**config.mk**
```make
export PLATFORM = sky130hd
export DESIGN_NAME = atomic_count_reader
export DESIGN_NICKNAME = d
export VERILOG_FILES = /design/src/rtl/atomic_cnt_pkg.sv /design/src/rtl/atomic_count_reader.sv
export SDC_FILE = /design/constraint.sdc
export NUM_CORES = 1
export LEC_CHECK = 0
export ABC_AREA = 0
export CORE_UTILIZATION = 58
export DETAILED_ROUTE_END_ITERATION = 16
export PLACE_DENSITY = 0.86
export RECOVER_POWER = 100
export SETUP_SLACK_MARGIN = 0.02
export SLEW_MARGIN = 20
export SYNTH_ARGS = -nofsm -noshare
export SYNTH_HDL_FRONTEND = slang
export SYNTH_SLANG_ARGS = --single-unit
```
**constraint.sdc**
```tcl
create_clock -name clk -period 4.9 [get_ports clk]
set_input_delay 0.98 -clock clk [delete_from_list [all_inputs] [get_ports clk]]
set_output_delay 0.98 -clock clk [all_outputs]
set_load 0.02 [all_outputs]
```
**src/rtl/atomic_cnt_pkg.sv**
```systemverilog
// Shared definitions for the atomic 64-bit counter read protocol (initiator and responder sides).
package atomic_cnt_pkg;

    localparam int BUS_W = 32;
    localparam int CNT_W = 64;

    typedef enum logic [1:0] {
        IDLE  = 2'd0,
        LO    = 2'd1,
        HI    = 2'd2,
        FLUSH = 2'd3
    } state_e;

endpackage

```
**src/rtl/atomic_count_reader.sv**
```systemverilog
// Initiator for the two-request atomic counter read: low half with atomic set, then high half.
// Assembles the 64-bit value, reports the delta since the last read, and polices the 1-cycle ack.
module atomic_count_reader
    import atomic_cnt_pkg::*;
#(
    parameter int CHECK_ACK = 1
) (
    input  logic             clk,
    input  logic             reset_n,
    input  logic             rd_start_i,
    output logic             rd_busy_o,
    output logic             rd_valid_o,
    output logic [CNT_W-1:0] rd_data_o,
    output logic [CNT_W-1:0] rd_delta_o,
    output logic             rd_err_o,
    output logic             req_o,
    output logic             atomic_o,
    input  logic             ack_i,
    input  logic [BUS_W-1:0] count_i
);

    state_e           state_q, state_d;
    logic             pending_q, pending_d;
    logic             exp_ack_q, exp_lo_q;
    logic [BUS_W-1:0] lo_q;
    logic             req_d, atomic_d, busy_d;
    logic             chk_en, err_miss, err_spur, take, cap_lo, cap_hi, start_any;
    logic [CNT_W-1:0] new_val;

    // Ack classification; FLUSH swallows whatever the aborted request returns.
    always_comb begin
        chk_en    = (CHECK_ACK != 0) && (state_q != FLUSH);
        err_miss  = chk_en && exp_ack_q && !ack_i;
        err_spur  = chk_en && !exp_ack_q && ack_i;
        take      = exp_ack_q && (state_q != FLUSH) && (ack_i || (CHECK_ACK == 0));
        cap_lo    = take && exp_lo_q;
        cap_hi    = take && !exp_lo_q;
        start_any = rd_start_i || pending_q;
        new_val   = {count_i, lo_q};
    end

    always_ff @(posedge clk or negedge reset_n) begin
        if (!reset_n) begin
            state_q   <= IDLE;
            pending_q <= 1'b0;
            req_o     <= 1'b0;
            atomic_o  <= 1'b0;
            rd_busy_o <= 1'b0;
            exp_ack_q <= 1'b0;
            exp_lo_q  <= 1'b0;
        end else begin
            state_q   <= state_d;
            pending_q <= pending_d;
            req_o     <= req_d;
            atomic_o  <= atomic_d;
            rd_busy_o <= busy_d;
            exp_ack_q <= req_o;
            exp_lo_q  <= atomic_o;
        end
    end

    always_comb begin
        state_d = state_q;
        unique case (state_q)
            IDLE:    state_d = start_any ? LO : IDLE;
            LO:      state_d = HI;
            HI:      state_d = start_any ? LO : IDLE;
            FLUSH:   state_d = IDLE;
            default: state_d = IDLE;
        endcase
        if (err_miss) begin
            state_d = FLUSH;
        end

        // Starts seen while LO or FLUSH cannot launch immediately, so remember one.
        pending_d = pending_q;
        if (err_miss) begin
            pending_d = 1'b0;
        end else if (rd_start_i && (state_q == LO || state_q == FLUSH)) begin
            pending_d = 1'b1;
        end else if (state_d == LO) begin
            pending_d = 1'b0;
        end
    end

    always_comb begin
        req_d    = (state_d == LO) || (state_d == HI);
        atomic_d = (state_d == LO);
        busy_d   = (state_d != IDLE) || pending_d;
    end

    always_ff @(posedge clk or negedge reset_n) begin
        if (!reset_n) begin
            lo_q       <= '0;
            rd_data_o  <= '0;
            rd_delta_o <= '0;
            rd_valid_o <= 1'b0;
            rd_err_o   <= 1'b0;
        end else begin
            rd_valid_o <= cap_hi;
            rd_err_o   <= err_miss || err_spur;
            if (cap_lo) begin
                lo_q <= count_i;
            end
            if (cap_hi) begin
                rd_data_o  <= new_val;
                rd_delta_o <= new_val - rd_data_o;
            end
        end
    end

endmodule

```
==> images/metal_density.png <==
The die is cut into 27 by 27 equal tiles; dark blue is low, red is high, scaled to the fullest tile. Values are wire area over tile area, all layers added.
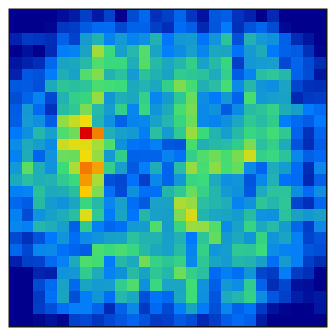
The mean over all tiles is 0.24. The densest ninth of the die: left middle. The fullest tile reaches 0.80. 10% of the tiles are over half the peak. 6.0% of the tiles are nearly empty.
total track usage: 31.0%
detailed-route via count: 8697
routed wire length per instance: 18.1 um

==> images/io_fan.png <==
The bar under the picture is 50 um long.
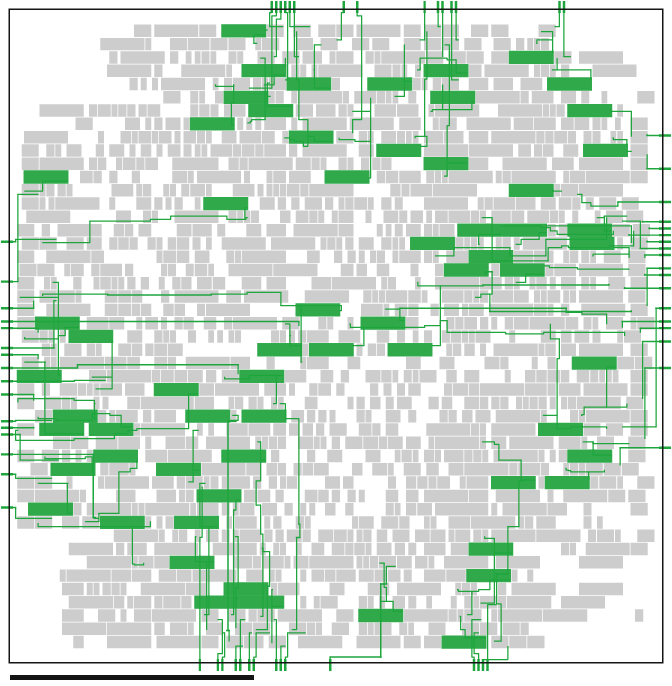
Key: green = rd_data_o [bits 64, direction output, end cells 64, buffers 64, wire 2430 um]
count of input and output buffers: 168
number of top-level design ports: 169

==> images/placement.png <==
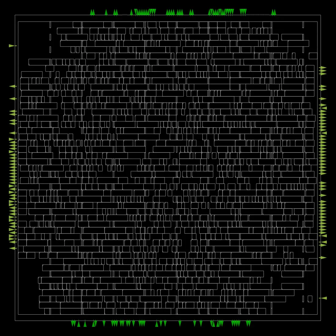
row count: 47
Final Core Density: 73.3%

==> images/placement_by_type.png <==
Fill, decap, tap and diode cells in gray.
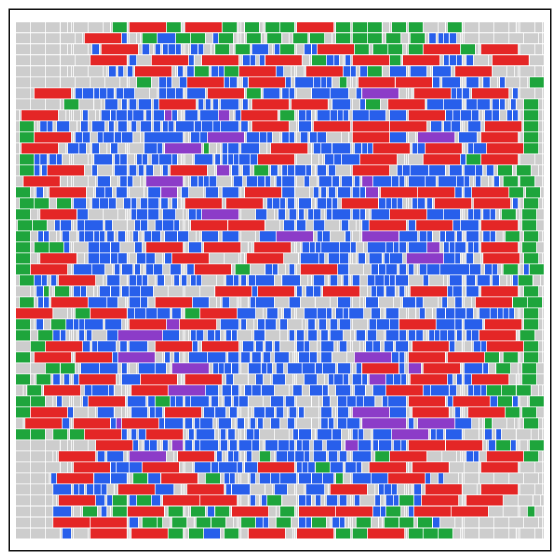
Key: blue = combinational and other logic [cells 891, share of their area 45%]; red = sequential cells [cells 170, share of their area 36%]; purple = clock drivers and dummy loads [cells 32, share of their area 4.9%]; green = remaining buffers and delay cells [cells 176, share of their area 14%]
flip-flop and latch share of the layout cell area: 34.7%
final design instance area without fill: 12200 sq um
Floorplan Core Area: 16700 sq um

==> cell families after synthesis <==
| group | after synthesis | share of synthesized area, % |
|---|---|---|
| AOI/OAI and AO/OA | 340 | 20.5 |
| xor gates and xnor gates | 56 | 4.89 |
| adders and majority gates | 66 | 8.31 |
| buffers and inverters | 145 | 6.23 |
| DFF | 170 | 42.4 |
| muxes | 34 | 3.82 |
| and+or+nand+nor | 307 | 13.9 |
==> worst max-delay path: cells and delay by family (launching register included) <==
kind / cells / cell delay (ns)
buf+inv: 1 / 0.10
fa+ha+maj: 1 / 0.27
simple gates: 3 / 0.75
flops: 1 / 0.45
compound gates: 8 / 2.39
==> flow_metrics.env <==
# yosys + openroad results
export IMPL_ys_warn_count=0
export IMPL_firstDrtPassIters=5
export IMPL_power_leakage_nw=5.70
export IMPL_top_area_cell_types="dfrtp_1 42%, ha_1 8.1%, o21ai_0 7.2%, nand2_1 6.9%, a21oi_1 3.8%"
export IMPL_logic_area_sq_um=5070
export IMPL_htree_levels=4
export IMPL_layout_nets=1358
export IMPL_clock_latency_ns=0.44
export IMPL_hold_viol=0
export IMPL_die_area_sq_um=17800
export IMPL_inv_count=88
export IMPL_powerComb_w=0.00650
export IMPL_placed_cells_incl_taps=1457
export IMPL_nWellTaps=220
export IMPL_wirelength_mm=26.9
export IMPL_critical_path_max_fanout=5
export IMPL_layout_area_overhead_vs_synth_pct=22.1
export IMPL_largest_net_degree_at_the_start_of_global_routing=105
export IMPL_power_total_w=0.0104
export IMPL_maximum_root_to_sink_buffer_count=2
export IMPL_overflow=0
export IMPL_post_cts_resized_instances=0
export IMPL_timing_rr_start="lo_q[0]"
export IMPL_grt_pass1_vias=8329
export IMPL_post_dp_hpwl_mm=19.9
export IMPL_min_delay_worst_endpoint="exp_ack_q"
export IMPL_area_sequential_sq_um=4250
export IMPL_gr_usage_met1_pct=41.8
export IMPL_mean_area_per_synthesized_cell_sq_um=8.97
export IMPL_yosys_stat_seqShare_pct=42.4
export IMPL_routed_top_layer="met4"
export IMPL_synth_edff_count=0
export IMPL_final_cell_mix="183 x nand2_1, 170 x dfrtp_1, 150 x o21ai_0"
export IMPL_required_arrival_time_at_the_worst_endpoint_ns=5.21
export IMPL_number_of_warnings_in_the_stage_logs=29
export IMPL_signal_buffers=176
export IMPL_floorplan_nets=1220
export IMPL_layout_filler_cells=1268
export IMPL_synth_yosys_num_cells=1118
export IMPL_combPwrFrac_pct=62.5
export IMPL_grt_busiest_layer="met2"
export IMPL_number_of_antenna_violations_at_the_first_check_in_global_routing=0
export IMPL_pwr_group_clock_w=0.00137
export IMPL_yosysTopAreaCellShare_pct=42.4
export IMPL_final_nonclk_buf_share_pct=14.0
export IMPL_worst_setup_hold_path_clk_slew_ns=0.07
export IMPL_power_frac_clock_pct=13.2
export IMPL_setup_worst_path_start="lo_q[0]"
export IMPL_seq_power_w=0.00253
export IMPL_power_density_nw_per_um2=849
export IMPL_dpl_cell_area_sq_um=11800
export IMPL_route_detailed_drc=0
export IMPL_crit_path_top_delay_cell="o311ai_0"
export IMPL_power_leader="combinational cells"
export IMPL_top_regs="rd_data_o (64), rd_delta_o (64), lo_q (32)"
export IMPL_final_min_period_over_clock_period_pct=83.4
export IMPL_status="finished, violations left"
export IMPL_internal_power_w=0.00543
export IMPL_timing_max_slew_rel_slack_pct=-73.6
export IMPL_power_switching_fraction_pct=47.8
export IMPL_layout_drive_gt1_share_pct=6.46
export IMPL_min_delay_start="req_o"
export IMPL_gr_usage_met3_pct=4.91
export IMPL_fin_skew_ns=0.00987
export IMPL_fp_dieH_um=133
export IMPL_antenna_diode_count=0
export IMPL_synth_cells=1118
export IMPL_critical_path_sink_type="register"
export IMPL_switching_power_w=0.00497
export IMPL_fp_utilization_pct=60.0
export IMPL_grt_pass1_wl_mm=43.1
export IMPL_final_layout_top_logic_cell="nand2_1"
export IMPL_clock_sinks=170
export IMPL_timing_final_setup_violations=0
export IMPL_synthDistinctLibCells=71
export IMPL_fin_worst_hold_slack_ns=0.380
export IMPL_critical_path_class="register to register"
export IMPL_hold_depth=0
export IMPL_worstPathCellList="inv_1, ha_1, nand2b_1, a21oi_1, o21ai_0, a211oi_1, o311ai_0, a41o_1, o221ai_1, a21o_1, nor4b_1, or4_1, a31o_1"
export IMPL_finalWeightedCongestion=0.975
export IMPL_pins_over_their_slew_limit=209
export IMPL_worst_ep_arrival_time_ns=4.40
export IMPL_pwr_share_seq_pct=24.3
export IMPL_grt_use_met2_pct=50.7
export IMPL_max_cap_violations=3
export IMPL_final_period_minus_worst_setup_slack_ns=4.09
export IMPL_cts_tree="yes"
export IMPL_cts_hold_buf=0
export IMPL_r2r_end="rd_delta_o[63]"
export IMPL_largest_cell_class="combinational gates"
export IMPL_n_clock_buffer=18
export IMPL_ys_flops=170
export IMPL_synth_main_ff_cell="dfrtp_1"
export IMPL_timing_critical_path_slowest_cell_delay_ns=0.63
export IMPL_syn_cell_area_sq_um=10000
export IMPL_cts_setup_buffers=0
export IMPL_initialDrtViolationCount=579
export IMPL_setup_tns_final_ns=0
export IMPL_netlist_top_cell_by_instances="nand2_1"
export IMPL_finalWorstSetupSlack_ns=0.812
export IMPL_worstSetupStartpointType="register"
export IMPL_final_instance_count_excl_fill=1489
export IMPL_clock_fmax_mhz=245
export IMPL_design_seq_count=170
export IMPL_clk_tree_area_share_pct=4.83
export IMPL_synthDominantAreaCellType="dfrtp_1"
export IMPL_worst_r2r_setup_slack_ns=0.81
export IMPL_min_delay_path_class="register to register"
export IMPL_die_w_um=133
export IMPL_violated_checks="max-capacitance violations, max-slew violations"
export IMPL_wl_met1_mm=11.8
export IMPL_synthTopCellsByCount="183 x nand2_1, 170 x dfrtp_1, 144 x o21ai_0"
export IMPL_irDropWorstVdd_mv=0.409
export IMPL_worst_slew_pin_transition_ns=2.60
export IMPL_route_met2_wl_mm=12.9
export IMPL_route_antenna_remaining_nets=0
export IMPL_cts_root_buf="clkbuf_16"
export IMPL_pre_cts_ws_ns=0.790
export IMPL_comb_area_share_pct=41.4
export IMPL_synth_async_sr_flop_share_pct=100
export IMPL_r2r_worst_path_cells=13
export IMPL_grt_setup_unrepaired="false"
export IMPL_met3_wirelength_from_detailed_routing_mm=1.57
export IMPL_cts_inserted_buffers=17
export IMPL_post_drt_via_cell_ratio=5.84
export IMPL_n_multi_input_combinational_cell=803
export IMPL_synth_chip_area_sq_um=10000
export IMPL_crit_end="rd_delta_o[63]"
